### Where the registers sit

Scale: 4 px per µm.
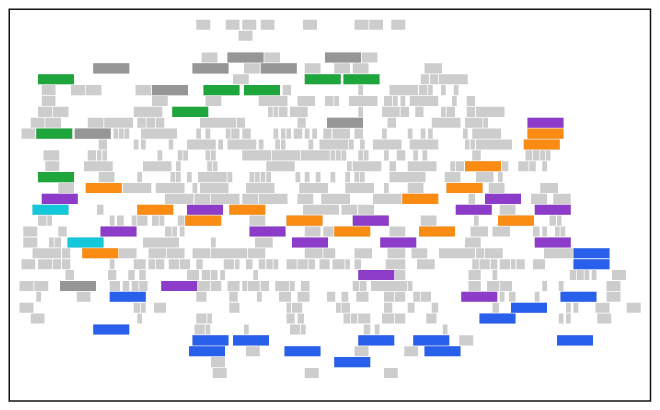
### Congestion heat map

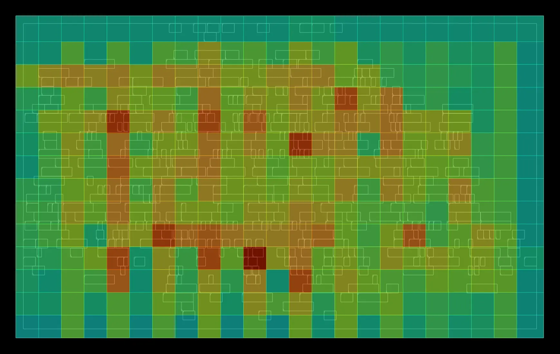
### Cell classes on the final placement

Scale: 4 px per µm. Fill, decap, tap and diode cells in grey.
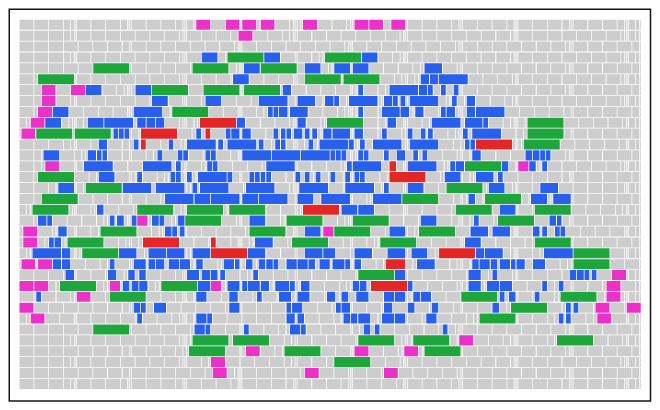
### config.mk
export PLATFORM = sky130hd
export DESIGN_NAME = dadda_mul_pipe
export DESIGN_NICKNAME = d
export VERILOG_FILES = /design/src/rtl/dadda_pkg.sv /design/src/rtl/dadda_reduce.sv /design/src/rtl/dadda_mul_pipe.sv
export SDC_FILE = /design/constraint.sdc
export NUM_CORES = 1
export LEC_CHECK = 0
export CORE_ASPECT_RATIO = 0.6
export CORE_MARGIN = 2
export CORE_UTILIZATION = 30
export CTS_CLUSTER_SIZE = 8
export DETAILED_ROUTE_END_ITERATION = 10
export GPL_ROUTABILITY_DRIVEN = 1
export HOLD_SLACK_MARGIN = 0.02
export MAX_ROUTING_LAYER = met4
export PLACE_DENSITY = 0.52
export SLEW_MARGIN = 25
export SYNTH_ARGS = -nofsm -noshare
export SYNTH_HDL_FRONTEND = slang
export SYNTH_SLANG_ARGS = --single-unit
### constraint.sdc
create_clock -name clk -period 4.1 [get_ports clk]
set_clock_uncertainty 0.2 [all_clocks]
set_input_delay 0.82 -clock clk [delete_from_list [all_inputs] [get_ports clk]]
set_output_delay 0.82 -clock clk [all_outputs]
set_load 0.01 [all_outputs]
### src/rtl/dadda_pkg.sv
// dadda_pkg: Dadda height sequence, initial column heights and pipeline valid bits
package dadda_pkg;
  localparam int PIPE_DEPTH = 3;
  typedef struct packed {
    logic v0;
    logic v1;
    logic v2;
  } pipe_ctrl_t;
  function automatic int dadda_height(input int j);
    int d;
    d = 2;
    for (int k = 1; k < j; k++) d = d * 3 / 2;
    return d;
  endfunction
  function automatic int col_height(input int width, input int col);
    return col < width ? col + 1 : 2 * width - 1 - col;
  endfunction
  function automatic int dadda_stages(input int h);
    int n;
    n = 0;
    for (int j = 1; j < 32; j++) if (dadda_height(j) < h) n = j;
    return n;
  endfunction
endpackage

### src/rtl/dadda_reduce.sv
// dadda_reduce: partial products and Dadda tree to two rows; DADDA_APPROX_LSB_EN ORs the low columns
module dadda_reduce import dadda_pkg::*; #(
  parameter int WIDTH = 8,
  parameter int SIGNED = 0,
  parameter int APPROX_COLS = 4
) (
  input  logic [WIDTH-1:0]   a,
  input  logic [WIDTH-1:0]   b,
  output logic [2*WIDTH-1:0] sum_row,
  output logic [2*WIDTH-1:0] carry_row
);
  localparam int NC = 2 * WIDTH;
  localparam int MAXH = col_height(WIDTH, WIDTH - 1) + 1;
  localparam int NST = dadda_stages(WIDTH);
`ifdef DADDA_APPROX_LSB_EN
  localparam int AC = APPROX_COLS;
  if (APPROX_COLS >= NC) begin : g_bad_cols
    $error("APPROX_COLS must be less than 2*WIDTH");
  end
`else
  localparam int AC = 0 * APPROX_COLS;
`endif
  function automatic logic pick(input logic [MAXH-1:0] v, input int p);
    return 1'(v >> p);
  endfunction
  always_comb begin
    logic [MAXH-1:0] cur [NC];
    logic [MAXH-1:0] nxt [NC];
    int h [NC];
    int nh [NC];
    int rem, p, d;
    logic x, y, z, sv, co, pb;
    logic [NC-1:0] lo;
    rem = 0;
    p = 0;
    d = 0;
    x = 1'b0;
    y = 1'b0;
    z = 1'b0;
    sv = 1'b0;
    co = 1'b0;
    pb = 1'b0;
    lo = '0;
    sum_row = '0;
    carry_row = '0;
    for (int c = 0; c < NC; c++) begin
      cur[c] = '0;
      nxt[c] = '0;
      h[c] = 0;
      nh[c] = 0;
    end
    for (int i = 0; i < WIDTH; i++)
      for (int j = 0; j < WIDTH; j++) begin
        pb = (a[i] & b[j]) ^ (SIGNED != 0 && ((i == WIDTH - 1) != (j == WIDTH - 1)));
        cur[i + j] = cur[i + j] | (MAXH'(pb) << h[i + j]);
        h[i + j]++;
      end
    if (SIGNED != 0) begin
      cur[WIDTH] = cur[WIDTH] | (MAXH'(1) << h[WIDTH]);
      h[WIDTH]++;
      cur[NC-1] = cur[NC-1] | (MAXH'(1) << h[NC-1]);
      h[NC-1]++;
    end
    for (int c = 0; c < AC; c++) begin
      lo[c] = |cur[c];
      cur[c] = '0;
      h[c] = 0;
    end
    for (int s = NST; s >= 1; s--) begin
      d = dadda_height(s);
      for (int c = 0; c < NC; c++) begin
        nxt[c] = '0;
        nh[c] = 0;
      end
      for (int c = 0; c < NC; c++) begin
        rem = h[c];
        p = 0;
        for (int k = 0; k < MAXH; k++)
          if (rem >= 2 && nh[c] + rem > d) begin
            x = pick(cur[c], p);
            y = pick(cur[c], p + 1);
            z = pick(cur[c], p + 2);
            if (rem == 2 || nh[c] + rem == d + 1) begin
              sv = x ^ y;
              co = x & y;
              p += 2;
              rem -= 2;
            end else begin
              sv = x ^ y ^ z;
              co = (x & y) | (z & (x ^ y));
              p += 3;
              rem -= 3;
            end
            nxt[c] = nxt[c] | (MAXH'(sv) << nh[c]);
            nh[c]++;
            if (c + 1 < NC) begin
              nxt[c + 1] = nxt[c + 1] | (MAXH'(co) << nh[c + 1]);
              nh[c + 1]++;
            end
          end
        for (int k = 0; k < MAXH; k++)
          if (k < rem) begin
            nxt[c] = nxt[c] | (MAXH'(pick(cur[c], p + k)) << nh[c]);
            nh[c]++;
          end
      end
      cur = nxt;
      h = nh;
    end
    for (int c = 0; c < NC; c++) begin
      sum_row[c] = c < AC ? lo[c] : pick(cur[c], 0);
      carry_row[c] = pick(cur[c], 1);
    end
  end
endmodule

### src/rtl/dadda_mul_pipe.sv
// dadda_mul_pipe: 3-stage valid/ready Dadda multiplier with prefix CLA; DADDA_APPROX_LSB_EN selects approximate low columns
module dadda_mul_pipe import dadda_pkg::*; #(
  parameter int WIDTH = 8,
  parameter int SIGNED = 0,
  parameter int APPROX_COLS = 4
) (
  input  logic               clk,
  input  logic               rst,
  input  logic               in_valid,
  output logic               in_ready,
  input  logic [WIDTH-1:0]   in1,
  input  logic [WIDTH-1:0]   in2,
  output logic               out_valid,
  input  logic               out_ready,
  output logic [2*WIDTH-1:0] out,
  output logic [1:0]         occupancy
);
  localparam int NC = 2 * WIDTH;
  pipe_ctrl_t v;
  logic rdy0, rdy1, rdy2;
  logic [WIDTH-1:0] a0, b0;
  logic [NC-1:0] sum_row, carry_row, sum1, carry1, cla_sum;
  assign rdy2 = ~v.v2 | out_ready;
  assign rdy1 = ~v.v1 | rdy2;
  assign rdy0 = ~v.v0 | rdy1;
  assign in_ready = rdy0;
  assign out_valid = v.v2;
  assign occupancy = 2'(v.v0) + 2'(v.v1) + 2'(v.v2);
  dadda_reduce #(.WIDTH(WIDTH), .SIGNED(SIGNED), .APPROX_COLS(APPROX_COLS)) u_reduce (
    .a(a0),
    .b(b0),
    .sum_row(sum_row),
    .carry_row(carry_row)
  );
  always_comb begin
    logic [NC-1:0] g, p;
    g = sum1 & carry1;
    p = sum1 ^ carry1;
    for (int k = 1; k < NC; k = k * 2) begin
      g = g | (p & (g << k));
      p = p & (p << k);
    end
    cla_sum = sum1 ^ carry1 ^ {g[NC-2:0], 1'b0};
  end
  always_ff @(posedge clk or posedge rst)
    if (rst) begin
      v <= '0;
      a0 <= '0;
      b0 <= '0;
      sum1 <= '0;
      carry1 <= '0;
      out <= '0;
    end else begin
      if (rdy0) v.v0 <= in_valid;
      if (rdy1) v.v1 <= v.v0;
      if (rdy2) v.v2 <= v.v1;
      if (rdy0 && in_valid) begin
        a0 <= in1;
        b0 <= in2;
      end
      if (rdy1 && v.v0) begin
        sum1 <= sum_row;
        carry1 <= carry_row;
      end
      if (rdy2 && v.v1) out <= cla_sum;
    end
endmodule
==> run summary <==
first-pass GRT wire length: 16200 µm
row count: 34
EDFF count, synth: 0
Yosys Instances: 430
Area leader share: 36.6%
Crit. End Element: flip-flop
# Max-Cap Violations: 0
die area: 15600 µm²
final global-route overflow total: 0
vias in the first global route: 3212
hold_sp: out[1]
CP Launch Type: flip-flop
# DRC: 0
pwr dens: 639 nW/µm²
routability-driven placement congestion ratio: 0.818
Slew Limit Fails: 0
clock-pin slew on the worst setup and hold paths: 0.05 ns
worst-margin pin slew: 0.649 ns
Total Nets Final: 544
Post-DP HPWL: 7350 µm
fill cell count: 1485
post-route setup TNS: 0 ns
Hold EP: out[1]
share of cells above drive strength 1: 11.5%
flop-to-flop setup slack: 0.82 ns
Total GRT Usage: 13.5%
syn nets: 508
CTS tree: built
Yosys Warn Count: 0
Post-synth mux share: 8.75%
post-route minimum period: 3.28 ns
Synth cell types: 44
Buf+Inv Stages, Crit Path: 2
leakage power: 2.39 nW
mean number of vias per cell: 4.70
largest net degree at the start of global routing: 27
Synth Area in Compound Gates: 9.32%
CTS buffer count: 9
Routed WL: 9450 µm
Fin. Hold Viols: 0
Initial DRC Count: 154
synth top area cells: dfrtp_1 37%, fa_1 17%, mux2_2 8.8%, nand2_1 6.3%, ha_1 6.0%
Post-Layout Cell Count: 667
Clock Tree Buf Depth: 2
Yosys Chip Area: 4380 µm²
VDD IR-drop max: 301 µV
Hold Path Class: flip-flop to flip-flop
Latency at later pin: 0.33 ns
H-tree lvl count: 3
crit path kind: flip-flop to flip-flop
total power: 3.34 mW
WP data arrival: 3.30 ns
slowest CP cell: fa_1
crit-path max FO: 9
placed instance area: 4970 µm²
Worst path depth: 8
CP cell instances: and2_1 > fa_1 > inv_1 > fa_1 > inv_1 > fa_1 > fa_1 > mux2_2
r2r endpoint: carry1[9]
Resized Gates After CTS: 0
placed cells: 653
initial antenna violation count: 0
Reg-to-Reg Start: a0[2]
ant diodes: 0
Synth Area in Simple Gates: 15.6%
Die Ht: 97.5 µm
port bufs: 39
Hold Crit Depth: 2
Reg2Reg Depth: 8
Root Buffer: clkbuf_16
die width: 160 µm
Max Freq: 0.305 GHz
FP Util: 30.4%
status: finished clean
ANT nets after route: 0
IO Count: 40
RSZ-0062 raised after global routing: no
vias: 3136
Top cells excl fill/tap: 72 x nand2_1, 64 x dfrtp_1, 47 x inv_1
xor+xnor area frac: 0.801%
crit share post-route: 80.1%
Commonest Layout Cell: nand2_1
Adder Share, Synth: 22.9%
Synth Seq Share: 36.6%
fraction of registers with async set/reset: 100%
total tool warning count: 26
Area growth, synth to finish: 19.4%
Worst path max stage delay: 0.53 ns
area leader, netlist: dfrtp_1
dominant register cell: dfrtp_1
Hold WS: 0.278 ns
Cells after Synth: 430
Placement Setup Slack: 0.807 ns
#FFs+latches synth: 64
Syn Area/Cell: 10.2 µm²
hold_buf cts: 0
crit path DRT: 4.11 ns
Synth logic family: adder cells
TritonRoute pass-1 iters: 4
relative slew slack: 56.6%
# Post-CTS Setup Buffers: 0
synthesized area: 4380 µm²
cell family with most CP delay: adder cells
Final WS setup: 0.817 ns
CP most frequent cell: fa_1
clock sinks: 64
endpoints failing setup: 0
-- 'Where the registers sit' (at the start) --
v -> cyan  # sequential cells 2
out -> blue  # sequential cells 16
sum1 -> purple  # sequential cells 15
a0 -> green  # sequential cells 8
carry1 -> orange  # sequential cells 14
not coloured = 9
Reg area: 1600 µm²
Seq power: 1.02 mW
Seq area share: 30.6%

-- 'Congestion heat map' (at the start) --
Final Core Density: 36.3%
GR Layer Usage met2: 18.5%
M3 GR Usage: 3.63%
WL per Instance: 14.2 µm
most used routing layer: met1

-- 'Cell classes on the final placement' (at the start) --
registers -> green  # cells 64
remaining logic cells -> blue  # cells 347
clock drivers and dummy loads -> red  # cells 14
remaining buffers and delay cells -> magenta  # cells 44
post-route cell area: 5230 µm²
Core Area: 14400 µm²

## worst min-delay path: cells and delay by family, from the launching register on
family	cells	cell delay, ns
AND/OR/NAND/NOR	2	0.11
flip-flops	1	0.34
## state kept, by name (all words and copies together), names as in the netlist
name and cells:
b0 8, v 2, carry1 14, out 16, sum1 15, out_valid 1, a0 8
## routing by layer
metal | up-vias | track usage, % | share of wire, %
met1 | 1574 | 19.8 | 53
met3 | 6 | 3.63 | 4.8
li1 | 1492 | - | -
met2 | 64 | 18.5 | 42
met4 | 0 | 3.26 | 0.80
met5 | - | - | 0
## where the power goes
part / switching [mW] / internal (mW)
combinational: 0.838 / 0.795
clock: 0.272 / 0.418
sequential: 0.170 / 0.846
## synthesized netlist by cell type, drive strengths merged (4+ instances only)
library cell / count
fa: 37
nand3: 8
o21ai: 22
nand2b: 6
and2: 29
buf: 5
nand2: 73
a21oi: 9
o21a: 4
inv: 48
ha: 21
and3: 4
nor2: 6
mux2: 34
dfrtp: 64
o31ai: 5
clkbuf: 14
## cell type report
cell class              instances  area [µm²]  share of cell area (%)
flip-flops and latches         64        1600                    30.6
clock buffers                  13         250                    4.79
inverters                      48         180                    3.45
well taps                     198         248                    4.74
repair buffers                 44         428                    8.19
multi-input cells             299        2510                    48.1
clock inverters                 1        5.00                  0.0958
## worst max path at each step
stage / slack, ns / end / from
after CTS: 0.80 / carry1[9] / a0[2]
after global placement: 0.83 / carry1[9] / b0[7]
after floorplan: 0.87 / carry1[9] / b0[7]
after detailed placement: 0.81 / carry1[9] / a0[2]
final: 0.82 / carry1[9] / a0[2]
after global routing: 0.73 / carry1[9] / a0[2]
Power and IR drop assume default switching activity.
